run_1/cell_classes.png
Scale bar: 50 um. Fill, decap, tap and diode cells in gray.
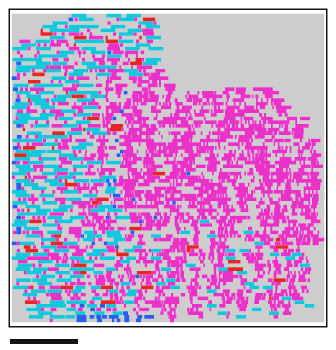
run_1/drive_strength.png
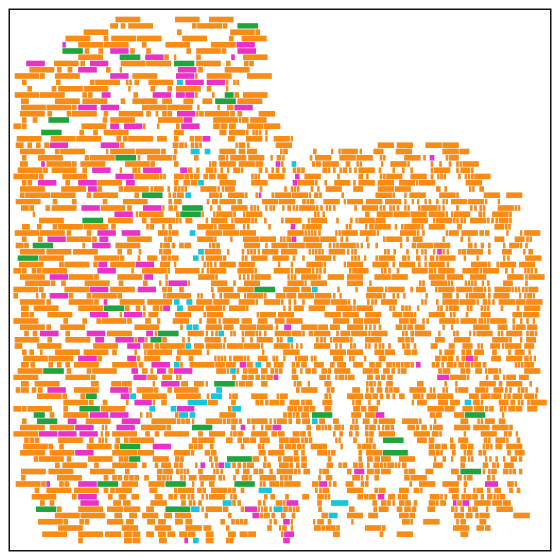
run_1/final_clocks.png
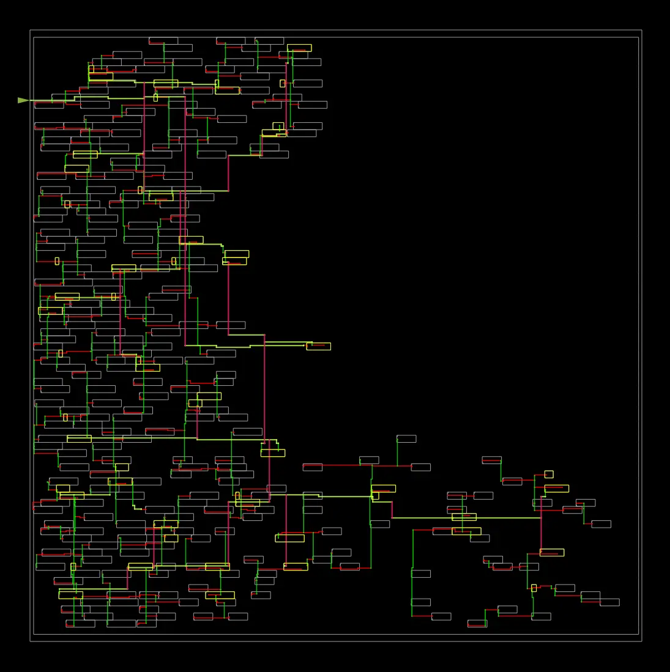
[src/rtl/fir_stage2_if.sv]
// Sample-stream bundle between the upstream stage and fir_stage2.
// master drives samples in; slave is the interpolator.
interface fir_stage2_if #(
    parameter int DW = 16
);
    logic                 in_valid;
    logic signed [DW-1:0] data_in;
    logic                 out_valid;
    logic signed [DW-1:0] data_out;
    logic                 busy;
    logic                 overrun;

    modport master (output in_valid, data_in, input out_valid, data_out, busy, overrun);
    modport slave  (input in_valid, data_in, output out_valid, data_out, busy, overrun);
endinterface

[src/rtl/fir_stage2.sv]
// x2 half-band polyphase interpolator: phase 0 is a symmetric FIR evaluated one coefficient
// pair per cycle on a shared pre-add/MAC; phase 1 is the delayed centre tap.
module fir_stage2 #(
    parameter int DW       = 16,
    parameter int CW       = 16,
    parameter int NPAIR    = 6,
    parameter int HALF_GAP = 8,
    // Packed c[NPAIR-1]..c[0], signed Q1.15 (the hb2_coef.hex set); c[k] weights x[k] + x[2*NPAIR-1-k]
    parameter logic [NPAIR*CW-1:0] COEF = 96'h4E88_EA20_0AF0_FAEC_0212_FF6A
) (
    input  logic        clk,
    input  logic        rst_n,
    fir_stage2_if.slave bus
);
    localparam int NTAP = 2 * NPAIR;
    localparam int IW   = $clog2(NTAP);
    localparam int KW   = $clog2(NPAIR);
    localparam int GW   = $clog2(HALF_GAP);
    localparam int PW   = DW + 1;
    localparam int MW   = PW + CW;
    localparam int AW   = MW + 3;
    localparam logic signed [AW-1:0] RHALF = AW'(2 ** (CW - 2));
    localparam logic signed [AW-1:0] YMAX  = AW'(2 ** (DW - 1) - 1);
    localparam logic signed [AW-1:0] YMIN  = -YMAX - 1;

    typedef enum logic [2:0] {IDLE, MAC, RND, WAIT, OUT1, TAIL} state_t;

    state_t state, state_nx;
    logic accept, mac_step, emit0, emit1;

    logic signed [DW-1:0] x [NTAP];
    logic signed [CW-1:0] ctab [NPAIR];
    logic [KW-1:0]        k;
    logic [GW-1:0]        gcnt;
    logic signed [AW-1:0] acc;
    logic                 out_valid_q, overrun_q;
    logic signed [DW-1:0] data_out_q;

    logic [IW-1:0]        ka, kb;
    logic signed [PW-1:0] pair;
    logic signed [CW-1:0] ck;
    logic signed [MW-1:0] prod;
    logic signed [AW-1:0] rsum, rshift;
    logic signed [DW-1:0] y0;

    for (genvar g = 0; g < NPAIR; g++) begin : g_coef
        assign ctab[g] = COEF[g*CW +: CW];
    end

    // Step k folds the two taps sharing c[k] before the multiply.
    assign ka   = IW'(k);
    assign kb   = IW'(NTAP - 1) - ka;
    assign pair = PW'(x[ka]) + PW'(x[kb]);
    assign ck   = ctab[k];
    assign prod = pair * ck;

    assign rsum   = acc + RHALF;
    assign rshift = rsum >>> (CW - 1);

    always_comb begin
        if (rshift > YMAX)      y0 = YMAX[DW-1:0];
        else if (rshift < YMIN) y0 = YMIN[DW-1:0];
        else                    y0 = rshift[DW-1:0];
    end

    always_ff @(posedge clk) begin
        if (!rst_n) state <= IDLE;
        else        state <= state_nx;
    end

    always_comb begin
        state_nx = state;
        accept   = 1'b0;
        mac_step = 1'b0;
        emit0    = 1'b0;
        emit1    = 1'b0;
        unique case (state)
            IDLE: if (bus.in_valid) begin
                accept   = 1'b1;
                state_nx = MAC;
            end
            MAC: begin
                mac_step = 1'b1;
                if (k == KW'(NPAIR - 1)) state_nx = RND;
            end
            RND: begin
                emit0    = 1'b1;
                state_nx = WAIT;
            end
            WAIT: if (gcnt == GW'(HALF_GAP - 2)) state_nx = OUT1;
            OUT1: begin
                emit1    = 1'b1;
                state_nx = TAIL;
            end
            // Holds busy for the cycle after the phase-1 strobe.
            TAIL:    state_nx = IDLE;
            default: state_nx = IDLE;
        endcase
    end

    always_ff @(posedge clk) begin
        if (!rst_n) begin
            for (int i = 0; i < NTAP; i++) x[i] <= '0;
            acc         <= '0;
            k           <= '0;
            gcnt        <= '0;
            data_out_q  <= '0;
            out_valid_q <= 1'b0;
            overrun_q   <= 1'b0;
        end else begin
            out_valid_q <= 1'b0;
            if (accept) begin
                x[0] <= bus.data_in;
                for (int i = 1; i < NTAP; i++) x[i] <= x[i-1];
                k <= '0;
            end
            if (mac_step) begin
                acc <= (k == '0) ? AW'(prod) : acc + AW'(prod);
                k   <= k + 1'b1;
            end
            if (state == RND)       gcnt <= '0;
            else if (state == WAIT) gcnt <= gcnt + 1'b1;
            if (emit0) begin
                data_out_q  <= y0;
                out_valid_q <= 1'b1;
            end
            if (emit1) begin
                data_out_q  <= x[NPAIR-1];
                out_valid_q <= 1'b1;
            end
            if (bus.in_valid && state != IDLE) overrun_q <= 1'b1;
        end
    end

    assign bus.out_valid = out_valid_q;
    assign bus.data_out  = data_out_q;
    assign bus.busy      = (state != IDLE);
    assign bus.overrun   = overrun_q;
endmodule

[src/flat_wrapper.sv]
// flat-port wrapper written by rule: the top's interface ports become plain ports
module fir_stage2_flat 
#(
    parameter int DW       = 16,
    parameter int CW       = 16,
    parameter int NPAIR    = 6,
    parameter int HALF_GAP = 8,
                                                                                                       
    parameter logic [NPAIR*CW-1:0] COEF = 96'h4E88_EA20_0AF0_FAEC_0212_FF6A
)
  (clk, rst_n, bus_in_valid, bus_data_in, bus_out_valid, bus_data_out, bus_busy, bus_overrun);
  fir_stage2_if #(.DW(DW)) bus_i ();
  input  logic clk;
  input  logic rst_n;
  input wire logic [$bits(bus_i.in_valid)-1:0] bus_in_valid;
  input wire logic [$bits(bus_i.data_in)-1:0] bus_data_in;
  output wire logic [$bits(bus_i.out_valid)-1:0] bus_out_valid;
  output wire logic [$bits(bus_i.data_out)-1:0] bus_data_out;
  output wire logic [$bits(bus_i.busy)-1:0] bus_busy;
  output wire logic [$bits(bus_i.overrun)-1:0] bus_overrun;
  assign bus_i.in_valid = bus_in_valid;
  assign bus_i.data_in = bus_data_in;
  assign bus_out_valid = bus_i.out_valid;
  assign bus_data_out = bus_i.data_out;
  assign bus_busy = bus_i.busy;
  assign bus_overrun = bus_i.overrun;
  fir_stage2 #(.DW(DW), .CW(CW), .NPAIR(NPAIR), .HALF_GAP(HALF_GAP), .COEF(COEF)) u_core (.clk(clk), .rst_n(rst_n), .bus(bus_i));
endmodule
[config.mk]
export PLATFORM = sky130hd
export DESIGN_NAME = fir_stage2_flat
export DESIGN_NICKNAME = d
export VERILOG_FILES = /design/src/rtl/fir_stage2_if.sv /design/src/rtl/fir_stage2.sv /design/src/flat_wrapper.sv
export SDC_FILE = /design/constraint.sdc
export NUM_CORES = 1
export LEC_CHECK = 0
export ABC_AREA = 0
export CORE_MARGIN = 1
export CORE_UTILIZATION = 45
export DETAILED_ROUTE_END_ITERATION = 8
export SKIP_CTS_REPAIR_TIMING = 1
export SLEW_MARGIN = 20
export SYNTH_ARGS = -nofsm -noshare
export SYNTH_HDL_FRONTEND = slang
export SYNTH_SLANG_ARGS = --single-unit
[constraint.sdc]
create_clock -name clk -period 15.7 [get_ports clk]
set_clock_uncertainty 0.15 [all_clocks]
set_input_delay 3.14 -clock clk [delete_from_list [all_inputs] [get_ports clk]]
set_output_delay 3.14 -clock clk [all_outputs]
set_load 0.05 [all_outputs]
==> out/results.txt, run 1 <==
outcome: finished clean
dpl cells: 3,048
Max-cap violations: 0
Placer Congestion: 0.915
busiest grt layer: met2
Post-Synthesis Cells: 2,404
M1 WL: 25,500 um
FMAX: 81.2 MHz
ys cells: 2,404
crit path kind: reg -> reg
setup slack, reg-to-reg: 3.39 ns
top cell category: logic gates
vias in the first global route: 17.5k
Hold EP: u_core.bus.data_out[3]
dpl hpwl: 43,800 um
GRT Overall Usage: 22.3%
Top cell excl fill/tap: inv_1
dpl ws: 3.47 ns
CTS max path bufs: 3
Worst R2R Path Depth: 47
met3 Resource Use GR: 2.47%
Slew Viols, Final: 0
Root Buffer: clkbuf_16
Req. time, crit path: 15.98 ns
launch point of the worst hold path: u_core.bus.data_out[3]
Non-clock inverters: 357
Antenna diodes: 0
slowest cell delay on critical path: 0.76 ns
WL per Instance: 19.0 um
Log Warnings: 36
largest net degree at the start of global routing: 119
Back to the opening pictures, cell_classes.png:
Key: clock drivers and dummy loads = red [cells 56, share of their area 4.0%]; other buffers and delay cells = blue [cells 63, share of their area 2.2%]; flip-flops = cyan [cells 257, share of their area 28%]; all other logic = magenta [cells 2,040, share of their area 66%]

Back to the opening pictures, drive_strength.png:
Key: drive 2 = magenta [cells 126, share 5.2%]; drive 1 or less = orange [cells 2,211, share 92%]; drive 6 and up = green [cells 39, share 1.6%]; drive 3 to 4 = cyan [cells 40, share 1.7%]
setup ws final: 3.39 ns
post-route cell area: 26,300 um^2
Buffers, non-clock: 63
Area growth syn-to-layout: 8.56%

Back to the opening pictures, final_clocks.png:
Seq cells: 257
clock sinks: 257
CLK BUF: 43

run 1: worst reg2reg max path, delay by kind of cell (launching register included):
family | cells | cell delay, ns
adders and majority gates | 10 | 3.99
and+or+nand+nor | 10 | 1.95
xor gates and xnor gates | 1 | 0.76
muxes | 2 | 0.90
buffers and inverters | 7 | 1.21
AOI/OAI and AO/OA | 17 | 2.89
DFF | 1 | 0.31
run 1: cells by family after synthesis:
kind of cell | synth area share (%)
AND/OR/NAND/NOR | 16.3
buffers and inverters | 7.22
adder cells (fa/ha/maj) | 28.3
AND-OR/OR-AND | 9.26
flip-flops | 29.2
multiplexers | 6.81
XOR/XNOR | 2.93
run_1/gate_families.png
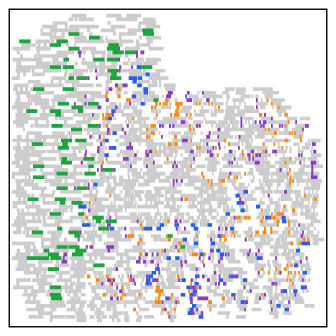

==> run 2: changes to the inputs <==
Clock period 15.7 ns to 10.24 ns, I/O delays scaled along.
run_2/gate_families.png
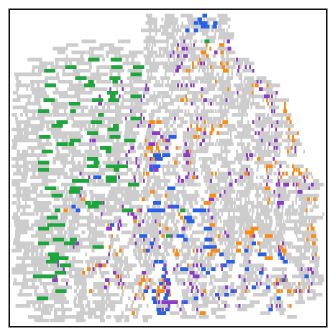
Key: XOR/XNOR gates = blue [cells 81, most used xnor2_1]; multiplexers = green [cells 83, most used mux4_2]; NAND gates = purple [cells 299, most used nand2_1]; NOR gates = orange [cells 223, most used nor2_1]
Comb/total area: 55.8%
Top cell excl fill/tap: inv_1
filler-free cell count of the finished design: 3,370

==> run 2 against run 1 <==
Effect of this change:
- global-route usage rose by 0.90 points
- final cell count rose by 8.6%
- synthesized cell count did not move
- critical path depth fell by 1
- maximum frequency rose by 19%
- count of clock-buffer cells in the layout fell by 13
- setup slack got worse by 3.5 ns
- register-to-register slack got worse by 3.5 ns
- the flow now finishes with violations (negative setup slack)
- synthesized area did not move
- via count rose by 6.2%
- non-clock buffer count rose by 268
==> out/results.txt, run 2 <==
Final setup viols: 4
Root Buffer: clkbuf_16
Antenna diodes: 0 (unchanged)
Log Warnings: 39 (+8.3%)
Area growth syn-to-layout: 21.3%
xor/xnor share: 2.93% (unchanged)
dpl hpwl: 47,900 um (+9.3%)
GRT Overall Usage: 23.1% (+0.90 points)
slowest cell delay on critical path: 0.52 ns (-0.24 ns)
clock sinks: 257 (unchanged)
WL per Instance: 18.7 um (-1.6%)
setup ws final: -0.115 ns (-3.50 ns)
Synth mux share: 6.81% (unchanged)
launch point of the worst hold path: u_core.bus.data_out[5]
Max-cap violations: 0 (unchanged)
ys cells: 2,404 (unchanged)
Post-Synthesis Cells: 2,404 (unchanged)
top comb family, area: adder cells
dpl ws: -0.640 ns (-4.11 ns)
FMAX: 96.6 MHz (+19%)
vias in the first global route: 18.3k (+4.4%)
Slew Viols, Final: 0 (unchanged)
outcome: finished, violations left
CTS max path bufs: 3 (unchanged)
setup slack, reg-to-reg: -0.11 ns (-3.50 ns)
largest net degree at the start of global routing: 150 (+26%)
Hold EP: u_core.bus.data_out[5]
post-route cell area: 29,400 um^2 (+12%)
Placer Congestion: 0.937 (+2.4%)
busiest grt layer: met2
failing checks: negative setup slack
-- run 2: stage by stage --
| stage | setup TNS, ns | util (%) | cells |
|---|---|---|---|
| 2_1_floorplan | 0 | - | 2404 |
| 3_3_place_gp | -2.68 | 51.3 | 3279 |
| 3_5_place_dp | -4.09 | 51.3 | 3279 |
| 4_1_cts | -4.84 | 53.2 | 3333 |
| 5_1_grt | -2.56 | 55.6 | 3370 |
| 6_report | -0.278 | 55.6 | 3370 |
-- run 2: area by class of cell --
cell class | instances | share of cell area [%]
clock buffers | 30 | 2.48
clock inverters | 24 | 0.890
inverters | 357 | 4.58
multi-input cells | 1683 | 55.8
flip-flops and latches | 257 | 24.1
well taps | 688 | 2.93
repair buffers | 331 | 9.20
